==> config.mk <==
export PLATFORM = sky130hd
export DESIGN_NAME = ram_regfile_param
export DESIGN_NICKNAME = d
export VERILOG_FILES = /design/src/rtl/ram_regfile_param.sv
export SDC_FILE = /design/constraint.sdc
export NUM_CORES = 1
export LEC_CHECK = 0
export ABC_AREA = 1
export CAP_MARGIN = 20
export CORE_MARGIN = 2
export CORE_UTILIZATION = 40
export DETAILED_ROUTE_END_ITERATION = 8
export PLACE_DENSITY = 0.67
export SETUP_SLACK_MARGIN = 0.5
export SYNTH_ARGS = -nofsm -noshare
export SYNTH_HDL_FRONTEND = slang
export SYNTH_SLANG_ARGS = --single-unit
==> constraint.sdc <==
create_clock -name clk -period 2.4 [get_ports clk]
set_input_delay 0.48 -clock clk [delete_from_list [all_inputs] [get_ports clk]]
set_output_delay 0.48 -clock clk [all_outputs]
set_load 0.02 [all_outputs]
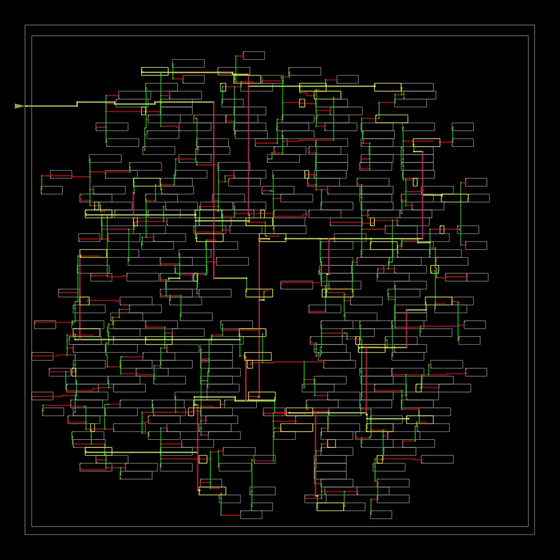
(images/clock_nets.png)
Num Clock Sinks: 294
number of clock buffers in the layout: 36
TritonCTS buffer count: 30

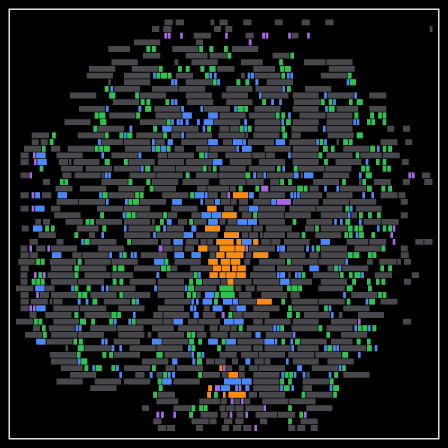
(images/gates.png)
family	color	cells
nand cells	orange	33
nor cells	blue	233
aoi and oai cells	green	297
inv cells	purple	46
number of non-filler instances in the completed layout: 1532
most used logic cell in the final layout: edfxtp_1
proportion of cell area occupied by multi-input gates: 0.219

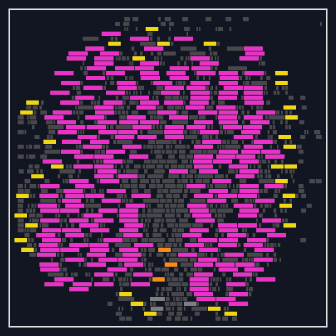
(images/ff_map.png)
Other sequential cells in the stronger gray, the rest of the logic in the fainter gray.
name in the netlist	color	placed flops
ptr	orange	3
mem	magenta	256
data_out	yellow	32
not colored	3
Finished Core Util: 0.535
P_seq: 0.00564 W
sequential cell area: 8450 um2
fraction of area in registers: 0.549

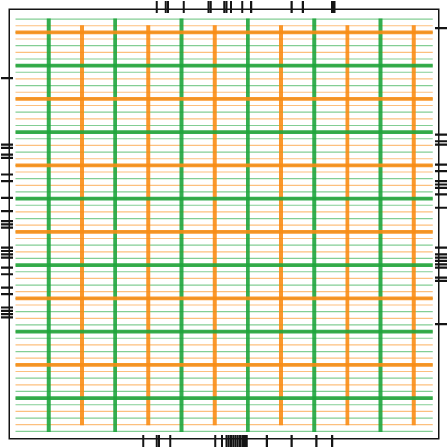
(images/floorplan.png)
Pins as bars on the die edge.
net	color
VSS	green
VDD	orange
met5 straps	12
rows	62
met1 rails	63
signal pins	79
met4 straps	12
horizontal extent of the die: 175 um
core footprint: 28800 um2
largest vdd supply drop: 442 uV
die boundary height: 175 um

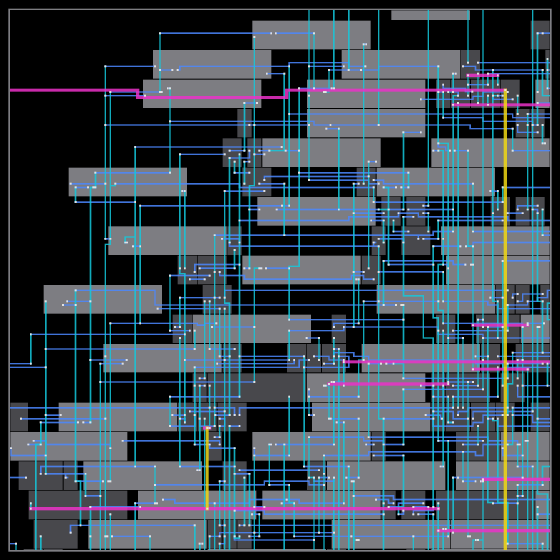
(images/closeup.png)
Region (19, 106) to (69, 156) um. Cells in gray, sequential cells in the stronger gray; small squares are vias.
layer	color
M2	cyan
M3	magenta
M4	yellow
M1	blue
cells with their middle in the window	98
sequential cells in the window	33
most frequent	edfxtp_1 (33), nor2_1 (20), o21ai_0 (16)

==> GITHUB_STEP_SUMMARY <==
### Metrics collected by this job

| Metric | Value |
|---|---|
| Per-cell routed wire length | `20.0 um` |
| Vias in the first global route | `8137` |
| Chip Area | `30600 um2` |
| Status | `finished clean` |
| Post-Synth XOR/XNOR Area | `0` |
| Data required time of the worst path | `2.65 ns` |
| RD Place Congestion | `0.842` |
| Met2 track utilization from global routing | `0.317` |
| GR Layer Usage met3 | `0.0276` |
| Maximum capacitance violations | `0` |
| Power density relative to cell area | `706 nW/um2` |
| Largest net degree at the start of global routing | `65` |
| Critical Path Most Common Cell | `nor2_4` |
| CP peak stage delay | `0.40 ns` |
| Antenna diode count | `0` |
| Worst Reg2Reg Path Length in Cells | `9` |
| Slowest cell on the critical path | `clkdlybuf4s50_1` |
| AND-OR/OR-AND Cells, Area Fraction | `0.141` |
| Clock tree from TritonCTS | `built` |
| Max Clk Rate | `482 MHz` |
| Clock Tree Buf Depth | `3` |
| Flip-flop and latch count after synthesis | `294` |
| Number of iterations in the first detailed-routing pass | `5` |
| Row cnt | `62` |
| Final net count | `1170` |
| Post-place setup slack | `-0.234 ns` |
| Vias/cell | `5.31` |
| Wire length reported by the detailed router | `30.6 mm` |
| Largest driver fanout on the critical path | `8` |
| Count of final setup violators | `0` |
| Count of different cell masters after synthesis | `28` |
| Synth-to-Final Area Change | `31.6%` |
| Register clock-pin slew on the reported worst setup and hold paths | `0.06 ns` |
| Logic family by area | `AND-OR/OR-AND gates` |
| Sort of element at the end of the critical path | `flip-flop` |
| Yosys Instances | `969` |
| Number of warnings reported in the yosys synthesis log | `0` |
| Initial cell density of the core | `0.407` |
| Vias after detailed routing | `8133` |
| Critical path buffers and inverters | `3` |
| Fill cells | `2355` |
| Launching element type of the critical path | `input port` |
| Layer with the highest usage | `met2` |
## final cells by class
type                       instances  area [um2]  area share
clock inverter                    20         151     0.00983
tap                              384         480      0.0312
multi-input combinational        568        3380       0.219
timing repair buffer             184        1960       0.127
timing repair inverter             1        8.76    0.000568
inverter                          45         185      0.0120
sequential                       294        8450       0.549
clock buffer                      36         795      0.0516
## what timing repair did
action | in CTS | in global routing
endpoints found under the setup margin | 442 | 488
cloned | 0 | 5
pin swaps | 19 | 16
buffers inserted | 4 | 2
resized | 122 | 114
## placed cells by master, fill, tap and decap left out, types with 2 or more instances in the layout
master and count:
clkdlybuf4s50_1 38, dfxtp_1 37, nor2_1 163, nand3b_1 2, clkinv_2 7, buf_8 7, a32o_1 2, clkinvlp_4 3
bufinv_16 2, a21oi_1 37, buf_12 9, nand2_1 2, nand3_1 2, o21ai_1 20, nand3_4 7, ha_1 2
inv_1 39, buf_2 2, buf_4 30, inv_2 3, nand2_4 9, buf_6 59, o211ai_1 32, clkbuf_1 5
nand3_2 5, nand2_8 3, o21ai_0 174, edfxtp_1 256, inv_6 2, clkbuf_16 34, o22ai_1 32, o21ai_4 2
dlygate4sd2_1 36, nor2_4 51, clkinv_1 8, nand2_2 3, nor2_2 17
## power breakdown
group          internal [W]  switching, W  total (W)
registers           0.00561     0.0000310    0.00564
logic              0.000280      0.000499   0.000779
clock network       0.00257       0.00189    0.00446
## through the flow
step / hold WS, ns / area (um2) / std cells
floorplan: 0.476 / 11800 / 969
global placement: 0.468 / 13600 / 1465
detailed placement: 0.489 / 13600 / 1465
CTS: 0.350 / 14900 / 1525
global route: 0.388 / 15400 / 1532
finish: 0.364 / 15400 / 1532
## worst register-to-register path, stage by stage (launching register included)
cell and delay [ns]:
dfxtp_4 0.38, inv_4 0.05, nand2_8 0.09, nor2_4 0.05
o21ai_4 0.29, nand3b_1 0.20, nand2_4 0.20, nand3_4 0.18
nor2_4 0.17, buf_8 0.15
## Yosys cell counts
library cell	n
clkbuf_1	32
edfxtp_1	256
o22ai_1	32
nand3_2	8
inv_2	5
nand2_4	3
o21ai_1	20
ha_1	2
nor2_2	2
o211ai_1	32
dfxtp_1	38
buf_4	6
buf_2	20
o21ai_4	2
a21oi_1	37
conb_1	1
nor2_1	228
nand3_1	6
buf_1	4
nor3_1	1
o21ai_0	174
nor2_8	1
inv_1	40
nand2_1	8
a32o_1	2
nand2_2	6
nand3b_1	2
nor2_4	1
## logic make-up (layout without fill, tap and decap cells)
kind of cell    after synthesis  after routing
buf+inv                     107            286
fa+ha+maj                     2              2
simple gates                266            266
other cells                   1              1
flops                       294            294
compound gates              299            299
## metal layers
metal	wire, um	up-vias
met1	12900	3980
met5	0	-
met4	725	0
met2	15200	293
met3	1860	52
li1	-	3808
Power is estimated from default activity; no workload was simulated.
